--- config.mk ---
export PLATFORM = sky130hd
export DESIGN_NAME = snes_pad_reader
export DESIGN_NICKNAME = d
export VERILOG_FILES = /design/src/rtl/snes_pad_reader_pkg.sv /design/src/rtl/snes_sync2.sv /design/src/rtl/snes_pad_reader.sv
export SDC_FILE = /design/constraint.sdc
export NUM_CORES = 1
export LEC_CHECK = 0
export ABC_AREA = 1
export ABC_CLOCK_PERIOD_IN_PS = 1400
export CAP_MARGIN = 10
export CORE_AREA = 5 5 105 83
export DETAILED_ROUTE_END_ITERATION = 16
export DIE_AREA = 0 0 110 88
export GPL_ROUTABILITY_DRIVEN = 0
export PLACE_DENSITY = 0.75
export SKIP_LAST_GASP = 1
export SLEW_MARGIN = 10
export SYNTH_ARGS = -nofsm -noshare
export SYNTH_HDL_FRONTEND = slang
export SYNTH_SLANG_ARGS = --single-unit
export TNS_END_PERCENT = 30
--- constraint.sdc ---
create_clock -name vga_clk -period 1.4 [get_ports vga_clk]
set_clock_uncertainty 0.05 [all_clocks]
set_input_delay 0.14 -clock vga_clk [delete_from_list [all_inputs] [get_ports vga_clk]]
set_output_delay 0.14 -clock vga_clk [all_outputs]
set_load 0.01 [all_outputs]
--- src/rtl/snes_pad_reader_pkg.sv ---
// Shared definitions for the SNES gamepad reader: button indices,
// FSM state encoding, timing defaults and small helper functions.
package snes_pad_reader_pkg;

   // Button positions in the 12-bit active-high buttons vector
   localparam int BTN_B      = 0;
   localparam int BTN_Y      = 1;
   localparam int BTN_SELECT = 2;
   localparam int BTN_START  = 3;
   localparam int BTN_UP     = 4;
   localparam int BTN_DOWN   = 5;
   localparam int BTN_LEFT   = 6;
   localparam int BTN_RIGHT  = 7;
   localparam int BTN_A      = 8;
   localparam int BTN_X      = 9;
   localparam int BTN_L      = 10;
   localparam int BTN_R      = 11;

   // Timing defaults for a 25 MHz vga_clk
   localparam int DEF_CLK_HZ    = 25_000_000;
   localparam int DEF_LATCH_CYC = 300;
   localparam int DEF_HALF_CYC  = 150;

   typedef enum logic [2:0] {
      ST_IDLE   = 3'd0,
      ST_LATCH  = 3'd1,
      ST_CLK_LO = 3'd2,
      ST_CLK_HI = 3'd3,
      ST_DONE   = 3'd4
   } snes_state_e;

   // Counter width able to hold 0..n-1, never narrower than one bit
   function automatic int cnt_width(input int n);
      return (n < 2) ? 1 : $clog2(n);
   endfunction

   // Direction outputs {right, left, down, up}: suppressed for a bad
   // frame, and opposite pairs cancel each other out.
   function automatic logic [3:0] resolve_dirs(input logic [11:0] btn, input logic ok);
      logic up, dn, lf, rt;
      up = btn[BTN_UP]    & ~btn[BTN_DOWN];
      dn = btn[BTN_DOWN]  & ~btn[BTN_UP];
      lf = btn[BTN_LEFT]  & ~btn[BTN_RIGHT];
      rt = btn[BTN_RIGHT] & ~btn[BTN_LEFT];
      return ok ? {rt, lf, dn, up} : 4'b0000;
   endfunction

endpackage

--- src/rtl/snes_sync2.sv ---
// Two-flop synchroniser for the pad's serial data line. Resets to 1,
// the released/idle wire level, so reset never looks like a press.
module snes_sync2
   import snes_pad_reader_pkg::*;
(
   input  logic clk_i,
   input  logic rst_ni,
   input  logic d_i,
   output logic q_o
);

   logic meta_q;
   logic sync_q;

   // Two-stage capture of the asynchronous pad data
   always_ff @(posedge clk_i or negedge rst_ni) begin
      if (!rst_ni) begin
         meta_q <= 1'b1;
         sync_q <= 1'b1;
      end else begin
         meta_q <= d_i;
         sync_q <= meta_q;
      end
   end

   assign q_o = sync_q;

endmodule

--- src/rtl/snes_pad_reader.sv ---
// SNES gamepad poller: latches the pad at a fixed rate, clocks out the
// 16-bit button word and presents registered active-high button levels.
// Optional macro SNES_DEBOUNCE_EN: outputs only load when two
// consecutive frames carry the identical raw word.
module snes_pad_reader
   import snes_pad_reader_pkg::*;
#(
   parameter int CLK_HZ    = DEF_CLK_HZ,
   parameter int POLL_CYC  = CLK_HZ / 60,
   parameter int LATCH_CYC = DEF_LATCH_CYC,
   parameter int HALF_CYC  = DEF_HALF_CYC
)(
   input  logic        vga_clk,
   input  logic        reset_n,
   input  logic        snes_data,
   output logic        snes_latch,
   output logic        snes_clk,
   output logic        up,
   output logic        down,
   output logic        left,
   output logic        right,
   output logic [11:0] buttons,
   output logic        pad_ok,
   output logic        frame_valid
);

   localparam int TW   = cnt_width(POLL_CYC);
   localparam int PH_W = cnt_width((LATCH_CYC > HALF_CYC) ? LATCH_CYC : HALF_CYC);

   localparam logic [TW-1:0]   POLL_LAST  = TW'(POLL_CYC - 1);
   localparam logic [PH_W-1:0] LATCH_LAST = PH_W'(LATCH_CYC - 1);
   localparam logic [PH_W-1:0] HALF_LAST  = PH_W'(HALF_CYC - 1);

   logic [TW-1:0]   timer_q, timer_d;
   logic            start_req;
   snes_state_e     state_q;
   logic [PH_W-1:0] phase_q;
   logic [3:0]      cnt_q;
   logic [15:0]     shift_q;
   logic            data_s;
   logic            load_ok;
   logic            latch_q, sclk_q, fv_q, ok_q;
   logic [11:0]     btn_q;
   logic [3:0]      dir_q;
   logic [11:0]     word_btn;
   logic            word_ok;
   logic [3:0]      word_dir;

   snes_sync2 u_sync (
      .clk_i  (vga_clk),
      .rst_ni (reset_n),
      .d_i    (snes_data),
      .q_o    (data_s)
   );

   // Free-running poll timer; the wrap cycle requests a new frame
   always_comb begin
      timer_d = timer_q + 1'b1;
      if (timer_q == POLL_LAST) timer_d = '0;
   end

   assign start_req = (timer_q == POLL_LAST);

   // Poll timer register
   always_ff @(posedge vga_clk or negedge reset_n) begin
      if (!reset_n) timer_q <= '0;
      else          timer_q <= timer_d;
   end

   // Decode of the completed frame: wire level 0 means pressed
   assign word_btn = ~shift_q[11:0];
   assign word_ok  = &shift_q[15:12];
   assign word_dir = resolve_dirs(word_btn, word_ok);

`ifdef SNES_DEBOUNCE_EN
   logic [15:0] prev_q;

   assign load_ok = (shift_q == prev_q);

   // Remember every frame's raw word, loaded or not
   always_ff @(posedge vga_clk or negedge reset_n) begin
      if (!reset_n)                prev_q <= 16'hFFFF;
      else if (state_q == ST_DONE) prev_q <= shift_q;
   end
`else
   assign load_ok = 1'b1;
`endif

   // Frame sequencer with registered pad strobes and button outputs
   always_ff @(posedge vga_clk or negedge reset_n) begin
      if (!reset_n) begin
         state_q <= ST_IDLE;
         phase_q <= '0;
         cnt_q   <= '0;
         shift_q <= 16'hFFFF;
         latch_q <= 1'b0;
         sclk_q  <= 1'b1;
         fv_q    <= 1'b0;
         ok_q    <= 1'b0;
         btn_q   <= '0;
         dir_q   <= '0;
      end else begin
         fv_q <= 1'b0;
         case (state_q)
            ST_IDLE: begin
               latch_q <= 1'b0;
               sclk_q  <= 1'b1;
               if (start_req) begin
                  state_q <= ST_LATCH;
                  latch_q <= 1'b1;
                  phase_q <= '0;
               end
            end
            ST_LATCH: begin
               if (phase_q == LATCH_LAST) begin
                  state_q <= ST_CLK_LO;
                  latch_q <= 1'b0;
                  sclk_q  <= 1'b0;
                  phase_q <= '0;
               end else begin
                  phase_q <= phase_q + 1'b1;
               end
            end
            ST_CLK_LO: begin
               // Sampling a full half period after the last edge leaves
               // time for the pad output plus the synchroniser delay.
               if (phase_q == HALF_LAST) begin
                  shift_q[cnt_q] <= data_s;
                  state_q        <= ST_CLK_HI;
                  sclk_q         <= 1'b1;
                  phase_q        <= '0;
               end else begin
                  phase_q <= phase_q + 1'b1;
               end
            end
            ST_CLK_HI: begin
               if (phase_q == HALF_LAST) begin
                  phase_q <= '0;
                  if (cnt_q == 4'd15) begin
                     state_q <= ST_DONE;
                     fv_q    <= load_ok;
                  end else begin
                     cnt_q   <= cnt_q + 1'b1;
                     state_q <= ST_CLK_LO;
                     sclk_q  <= 1'b0;
                  end
               end else begin
                  phase_q <= phase_q + 1'b1;
               end
            end
            ST_DONE: begin
               state_q <= ST_IDLE;
               cnt_q   <= '0;
               if (load_ok) begin
                  btn_q <= word_btn;
                  ok_q  <= word_ok;
                  dir_q <= word_dir;
               end
            end
            default: begin
               state_q <= ST_IDLE;
               latch_q <= 1'b0;
               sclk_q  <= 1'b1;
               cnt_q   <= '0;
            end
         endcase
      end
   end

   assign snes_latch  = latch_q;
   assign snes_clk    = sclk_q;
   assign frame_valid = fv_q;
   assign pad_ok      = ok_q;
   assign buttons     = btn_q;
   assign up          = dir_q[0];
   assign down        = dir_q[1];
   assign left        = dir_q[2];
   assign right       = dir_q[3];

endmodule
### Power grid

Pins as bars on the die edge.
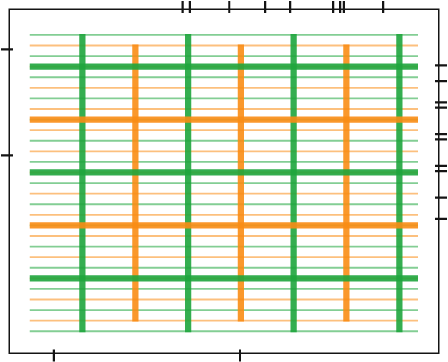
| net | color |
|---|---|
| VSS | green |
| VDD | orange |
met1 rails: 29
met5 straps: 5
area of the core: 7600 sq um
DIE WIDTH: 110 um
Max IR drop VDD: 0.590 mV

### Sequential cells grouped by signal name

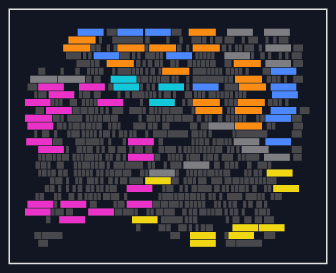
| signal | color | flops |
|---|---|---|
| `timer_q` | magenta | 19 |
| `shift_q` | orange | 16 |
| `buttons` | blue | 12 |
| `cnt_q` | cyan | 4 |
| `phase_q` | yellow | 9 |
not colored: 13
final core utilization: 67.0%
register area: 1850 sq um
sequential group power: 2.12 mW

==> Slide: Implementation Results <==
Implementation Results

Timing
  • Hold violation count in the final report: 0
  • Post-route minimum period: between 1.5 and 2 ns
  • Max Clk Rate: 632 MHz
  • Hold slack: about 0.14 ns
  • Setup_tns: -5.65 ns
  • Final Slew Violations: 0
  • Final setup fails: 60
  • Slew @ Worst Pin: roughly 0.53 ns
  • Final worst slack: -0.183 ns

Clock network
  • Hold Buf Count CTS: 1
  • Clk Tree Root Cell: clkbuf_8
  • Post-CTS Repair Setup Buffers: 1
  • CTS tree: built
  • Htree depth: 3
  • CTS buffer count: 9
  • Clk ins delay skew pair: 0.35 ns

Logic synthesis
  • Synthesized area per cell: 7.47 sq um
  • Simple-Gate Fraction of Synth Area: 36.7%
  • Post-synthesis cell area: 3950 sq um
  • Post-synth top area cell: dfrtp_1
  • Main flop type: dfrtp_1
  • Area share of the largest cell type after synthesis: 34.2%
  • Cell Type Count: 33
  • Synth mux share: 0%
  • Ys cells: 529
  • Syn Inst Count: ~530
  • XOR Share, Synth: 2.22%
  • Adder share: 2.53%
  • Top logic family: simple AND/OR/NAND/NOR gates

Run
  • Max-cap violations: 0
  • Tool warnings: 34

Drt
  • Residual DRC: 0
  • Routed WL per cell: 13.0 um
  • DR vias/cell: 5.13
  • WL final: 9420 um

Cells and area
  • Final non-filler cell total: 723
  • Non-clk buf share: roughly 14%
  • Most numerous logic cell after layout: nand2_1
  • Final #Nets: 624
  • Flip-flop count of the largest register after layout: 19
  • Most frequent cells in the layout: nand2_1, nor2_1, nand3_1
  • Fraction of area in clock buffers and inverters: under 10%
  • Nonclk buf count: 82
  • Non-clk invs: 65

Floorplan
  • Floorplan utilization: 52.0%
  • # IOs: 23
  • Row cnt: 28

Setup path
  • CP Launch Point: phase_q[1]
  • Worst Reg-to-Reg Cells: 9
  • Worst endpoint data arrival time: approximately 1.8 ns
  • Kind of critical path: flip-flop to flip-flop
  • Worst setup SP type: flip-flop

Worst hold path
  • Min-delay src: snes_data
  • Hold Path Depth: 1
  • Worst hold endpoint: u_sync.meta_q

Placement
  • Placement Setup Slack: -0.176 ns

Pwr
  • Final Power: 4.18 mW
  • Static Leak: about 2.4 nW
  • Switching power: 0.860 mW
  • Sequential share of power: 50.8%

Outcome
  • Failing checks: negative setup slack
  • Outcome: complete, but fails checks

GRT
  • Grt total ovfl: 0
  • Antenna violations before repair: 0
  • Largest net degree at the start of global routing: 74
  • Global-route wire length before repair: 15600 um
  • GRT Total Usage: 20.5%
[per-layer routing]
metal  track usage [%]  wire length, um  vias up
met5                 0                0        -
met4              7.47              181        0
met3              4.86              577       22
met2              32.6             4460      119
met1              27.5             4200     1733
li1                  -                -     1833
[power groups by stage]
stage	registers, mW	logic [mW]	clock network (mW)
after floorplan	2.16	0.00700	0
after global placement	2.16	0.0532	0
after detailed placement	2.16	0.0533	0
after CTS	2.12	0.0556	2.05
after global routing	2.12	0.0620	2.16
final	2.12	0.0522	2.01
[critical path: stages (launching register included)]
cell and delay [ns]:
dfrtp_1 0.41, inv_1 0.07, ha_2 0.18, inv_2 0.04
nor2_4 0.13, nand4_4 0.11, nor2_4 0.12, buf_12 0.18
nand3_1 0.11, nand2_1 0.11
Power is estimated from default activity; no workload was simulated.
